===== src/rtl/multicycle_alu.sv =====
// Multi-cycle ALU: move/arith/logic in one RUN cycle, iterative shifts/RLC and shift-add MUL.
// Start sampled only in IDLE (no queuing); MULTICYCLE_ALU_FAST_SHIFT_EN selects a one-cycle barrel shifter.
module multicycle_alu #(
  parameter int WIDTH = 32,
  parameter int SHW   = $clog2(WIDTH)
) (
  input  logic             Clock,
  input  logic             Reset,
  input  logic             Start,
  input  logic [3:0]       FunSel,
  input  logic             WF,
  input  logic [WIDTH-1:0] A,
  input  logic [WIDTH-1:0] B,
  input  logic [SHW-1:0]   ShAmt,
  output logic [WIDTH-1:0] ALUOut,
  output logic [3:0]       FlagsOut,
  output logic             Busy,
  output logic             Done
);

  typedef enum logic [1:0] {IDLE, RUN, DONE} state_t;

  localparam logic [3:0] OP_ADD = 4'b0100;
  localparam logic [3:0] OP_ADC = 4'b0101;
  localparam logic [3:0] OP_SUB = 4'b0110;
  localparam logic [3:0] OP_LSL = 4'b1011;
  localparam logic [3:0] OP_LSR = 4'b1100;
  localparam logic [3:0] OP_ASR = 4'b1101;
  localparam logic [3:0] OP_RLC = 4'b1110;
  localparam logic [3:0] OP_MUL = 4'b1111;
  localparam logic [SHW:0] CNT_ONE = (SHW+1)'(1);

  state_t           state_q, state_d;
  logic [3:0]       op_q;
  logic             wf_q, cin_q;
  logic [WIDTH-1:0] a_q, b_q, work_q;
  logic [SHW:0]     cnt_q;
  logic             last_step;

  logic [WIDTH-1:0] res_d, work_d, b_d, add_b;
  logic             c_d, c_upd, o_d, o_upd, cin_d, add_ci;
  logic [WIDTH:0]   sum, mul_sum;

`ifdef MULTICYCLE_ALU_FAST_SHIFT_EN
  localparam logic [SHW:0] RING_W = (SHW+1)'(WIDTH + 1);
  logic [SHW-1:0] sh_q;
  logic [WIDTH:0] lsl_w, lsr_w, asr_w, ring, rot;

  // One extra bit on each shift catches the last bit shifted out.
  assign lsl_w = {1'b0, a_q} << sh_q;
  assign lsr_w = {a_q, 1'b0} >> sh_q;
  assign asr_w = $signed({a_q, 1'b0}) >>> sh_q;
  assign ring  = {cin_q, a_q};
  assign rot   = (ring << sh_q) | (ring >> (RING_W - {1'b0, sh_q}));
`else
  logic zero_sh_q;
`endif

  assign add_b   = (op_q == OP_SUB) ? ~b_q : b_q;
  assign add_ci  = (op_q == OP_SUB) | ((op_q == OP_ADC) & cin_q);
  assign sum     = {1'b0, a_q} + {1'b0, add_b} + {{WIDTH{1'b0}}, add_ci};
  // Product lives in {work_q, b_q}: accumulate into the high half, shift both right.
  assign mul_sum = {1'b0, work_q} + (b_q[0] ? {1'b0, a_q} : '0);

  assign last_step = (state_q == RUN) && (cnt_q == CNT_ONE);

  always_ff @(posedge Clock or negedge Reset) begin
    if (!Reset) state_q <= IDLE;
    else        state_q <= state_d;
  end

  always_comb begin
    state_d = state_q;
    Busy    = 1'b0;
    Done    = 1'b0;
    case (state_q)
      IDLE: if (Start) state_d = RUN;
      RUN: begin
        Busy = 1'b1;
        if (cnt_q == CNT_ONE) state_d = DONE;
      end
      DONE: begin
        Done    = 1'b1;
        state_d = IDLE;
      end
      default: state_d = IDLE;
    endcase
  end

  always_comb begin
    res_d  = '0;
    work_d = work_q;
    b_d    = b_q;
    cin_d  = cin_q;
    c_d    = 1'b0;
    c_upd  = 1'b0;
    o_d    = 1'b0;
    o_upd  = 1'b0;
    case (op_q)
      4'b0000: res_d = a_q;
      4'b0001: res_d = b_q;
      4'b0010: res_d = ~a_q;
      4'b0011: res_d = ~b_q;
      OP_ADD, OP_ADC: begin
        res_d = sum[WIDTH-1:0];
        c_d   = sum[WIDTH];
        c_upd = 1'b1;
        o_d   = (a_q[WIDTH-1] == b_q[WIDTH-1]) && (sum[WIDTH-1] != a_q[WIDTH-1]);
        o_upd = 1'b1;
      end
      OP_SUB: begin
        res_d = sum[WIDTH-1:0];
        c_d   = sum[WIDTH];
        c_upd = 1'b1;
        o_d   = (a_q[WIDTH-1] != b_q[WIDTH-1]) && (sum[WIDTH-1] != a_q[WIDTH-1]);
        o_upd = 1'b1;
      end
      4'b0111: res_d = a_q & b_q;
      4'b1000: res_d = a_q | b_q;
      4'b1001: res_d = a_q ^ b_q;
      4'b1010: res_d = ~(a_q & b_q);
      OP_LSL, OP_LSR, OP_ASR, OP_RLC: begin
`ifdef MULTICYCLE_ALU_FAST_SHIFT_EN
        case (op_q)
          OP_LSL:  begin res_d = lsl_w[WIDTH-1:0]; c_d = lsl_w[WIDTH]; end
          OP_LSR:  begin res_d = lsr_w[WIDTH:1];   c_d = lsr_w[0];     end
          OP_ASR:  begin res_d = asr_w[WIDTH:1];   c_d = asr_w[0];     end
          default: begin res_d = rot[WIDTH-1:0];   c_d = rot[WIDTH];   end
        endcase
        c_upd = (sh_q != '0);
`else
        case (op_q)
          OP_LSL:  begin work_d = {work_q[WIDTH-2:0], 1'b0};         c_d = work_q[WIDTH-1]; end
          OP_LSR:  begin work_d = {1'b0, work_q[WIDTH-1:1]};         c_d = work_q[0];       end
          OP_ASR:  begin work_d = {work_q[WIDTH-1], work_q[WIDTH-1:1]}; c_d = work_q[0];    end
          default: begin work_d = {work_q[WIDTH-2:0], cin_q};        c_d = work_q[WIDTH-1]; end
        endcase
        // cin_q doubles as the running ring bit for RLC.
        if (zero_sh_q) work_d = work_q;
        else           cin_d  = c_d;
        res_d = work_d;
        c_upd = !zero_sh_q;
`endif
      end
      default: begin
        work_d = mul_sum[WIDTH:1];
        b_d    = {mul_sum[0], b_q[WIDTH-1:1]};
        res_d  = b_d;
        c_d    = |work_d;
        c_upd  = 1'b1;
      end
    endcase
  end

  always_ff @(posedge Clock or negedge Reset) begin
    if (!Reset) begin
      op_q      <= '0;
      wf_q      <= 1'b0;
      cin_q     <= 1'b0;
      a_q       <= '0;
      b_q       <= '0;
      work_q    <= '0;
      cnt_q     <= '0;
      ALUOut    <= '0;
      FlagsOut  <= '0;
`ifdef MULTICYCLE_ALU_FAST_SHIFT_EN
      sh_q      <= '0;
`else
      zero_sh_q <= 1'b0;
`endif
    end else if (state_q == IDLE && Start) begin
      op_q   <= FunSel;
      wf_q   <= WF;
      cin_q  <= FlagsOut[1];
      a_q    <= A;
      b_q    <= B;
      work_q <= (FunSel == OP_MUL) ? '0 : A;
      if (FunSel == OP_MUL)
        cnt_q <= (SHW+1)'(WIDTH);
`ifndef MULTICYCLE_ALU_FAST_SHIFT_EN
      else if (FunSel >= OP_LSL && FunSel <= OP_RLC && ShAmt != '0)
        cnt_q <= {1'b0, ShAmt};
`endif
      else
        cnt_q <= CNT_ONE;
`ifdef MULTICYCLE_ALU_FAST_SHIFT_EN
      sh_q      <= ShAmt;
`else
      zero_sh_q <= (ShAmt == '0);
`endif
    end else if (state_q == RUN) begin
      cnt_q  <= cnt_q - CNT_ONE;
      work_q <= work_d;
      b_q    <= b_d;
      cin_q  <= cin_d;
      if (last_step) begin
        ALUOut <= res_d;
        if (wf_q) begin
          FlagsOut[0] <= (res_d == '0);
          FlagsOut[2] <= res_d[WIDTH-1];
          if (c_upd) FlagsOut[1] <= c_d;
          if (o_upd) FlagsOut[3] <= o_d;
        end
      end
    end
  end

endmodule


===== config.mk =====
export PLATFORM = sky130hd
export DESIGN_NAME = multicycle_alu
export DESIGN_NICKNAME = d
export VERILOG_FILES = /design/src/rtl/multicycle_alu.sv
export SDC_FILE = /design/constraint.sdc
export NUM_CORES = 1
export LEC_CHECK = 0
export CAP_MARGIN = 30
export CELL_PAD_IN_SITES_DETAIL_PLACEMENT = 1
export CELL_PAD_IN_SITES_GLOBAL_PLACEMENT = 1
export CORE_ASPECT_RATIO = 0.8
export CORE_MARGIN = 2
export CORE_UTILIZATION = 48
export CTS_CLUSTER_SIZE = 20
export DETAILED_ROUTE_END_ITERATION = 12
export MAX_ROUTING_LAYER = met4
export PLACE_DENSITY_LB_ADDON = 0.1
export SLEW_MARGIN = 15
export SYNTH_ARGS = -nofsm -noshare
export SYNTH_HDL_FRONTEND = slang
export SYNTH_SLANG_ARGS = --single-unit

===== constraint.sdc =====
create_clock -name Clock -period 13.6 [get_ports Clock]
set_input_delay 1.36 -clock Clock [delete_from_list [all_inputs] [get_ports Clock]]
set_output_delay 1.36 -clock Clock [all_outputs]
set_load 0.01 [all_outputs]

==> impl_metrics.tcl <==
# metrics dict for downstream scripts
set metrics [dict create \
    setup.worst_path.start_class "register" \
    groute.usage.overall 0.391 \
    post-route-drc-count 0 \
    number_of_diodes 0 \
    top_cell_area_share 0.246 \
    cts.sink_count 147 \
    syn-mean-instance-area_sq_um 7.59 \
    p_sw_frac 0.552 \
    fp-row-count 57 \
    antenna_left 0 \
    post_cts_buffers 0 \
    design_area_sq_mm 0.0170 \
    compound_area_frac 0.283 \
    drtIter0Drc 1565 \
    critical_path_arrival_ns 6.28 \
    fmax_ghz 0.170 \
    finalPower_uw 5370 \
    die_area_sq_mm 0.0326 \
    finalWorstPathRequiredPeriod_ns 5.89 \
    slew_headroom 0.328 \
    outcome "finished clean" \
    yosysTopAreaCell "dfrtp_1" \
    power.combinational.fraction 0.723 \
    clockBufferDepth 2 \
    dp_hpwl_mm 46.2 \
    ys_ff 147 \
    synthXorXnorAreaFrac 0.0510 \
    drive_above_1_share 0.0560 \
    globalRoute.totalOverflow 0 \
]
-- state kept, by name, indices dropped and copies added, names as in the netlist --
| register | count |
|---|---|
| ALUOut | 32 |
| a_q | 32 |
| b_q | 32 |
| work_q | 32 |
| cnt_q | 6 |
| FlagsOut | 4 |
| op_q | 4 |
| state_q | 2 |
| cin_q | 1 |
| wf_q | 1 |
| zero_sh_q | 1 |
-- cell usage in the layout, fill, tap and decap left out, types with 65 or more instances in the layout --
cell             synthesis  layout
nor2_1                 174     172
mux2i_1                 67      66
a21oi_1                144     144
xnor2_1                 65      65
nand2_1                257     257
o21ai_0                200     200
clkdlybuf4s50_1          0     113
dfrtp_1                147     144
ha_1                   129     129
inv_1                   94      94
-- cell type report --
class / instances / area (sq um)
timing repair buffer: 149 / 1410
clock buffer: 20 / 447
clock inverter: 12 / 181
inverter: 95 / 357
multi-input combinational: 1594 / 10400
tap: 413 / 517
sequential: 147 / 3680
fill: 3857 / 13500
-- stage by stage --
stage          cells  utilization  setup WS [ns]  hold slack [ns]
2_1_floorplan   1968            -           8.44            0.467
3_3_place_gp    2396        0.536           8.15            0.462
3_5_place_dp    2398        0.536           7.95            0.473
4_1_cts         2430        0.557           7.88            0.487
5_1_grt         2430        0.557           7.33            0.510
6_report        2430        0.557           7.71            0.480
-- final timing paths --
| check | startpoint | end | slack (ns) | depth (start not counted) |
|---|---|---|---|---|
| setup / recovery | op_q[2] | FlagsOut[0] | 7.71 | 18 |
| hold / removal | ALUOut[22] | ALUOut[22] | 0.48 | 2 |
| setup reg to reg | op_q[2] | FlagsOut[0] | 7.71 | 18 |
| hold reg to reg | ALUOut[22] | ALUOut[22] | 0.48 | 2 |
| max in group asynchronous | Reset | op_q[0] | 11.22 | 2 |
| min in group asynchronous | Reset | work_q[10] | 0.98 | 1 |
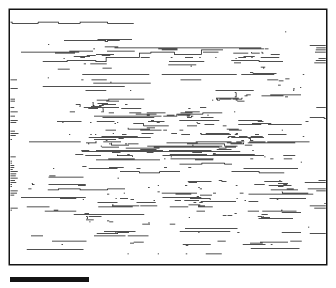
Figure 1: metal 3.
The bar under the picture is 50 microns long.
The layer carries 4150 microns of wire. The longest straight run is 101 microns.
total number of vias: 15988
DRT Wirelength: 61.5 mm
met3 Track Usage GR: 0.0606

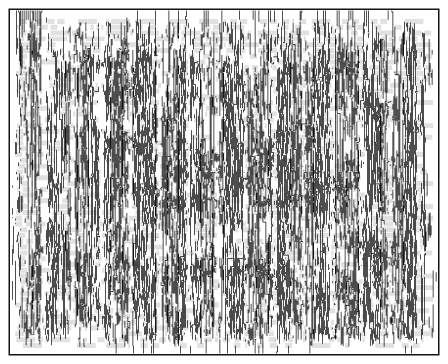
Figure 2: the metal 2 layer.
The layer carries 28.4 mm of wire. The wires run mostly vertical. The longest straight run is 87.0 microns. 1910 nets have wire on it.
met2 track utilization from global routing: 0.616

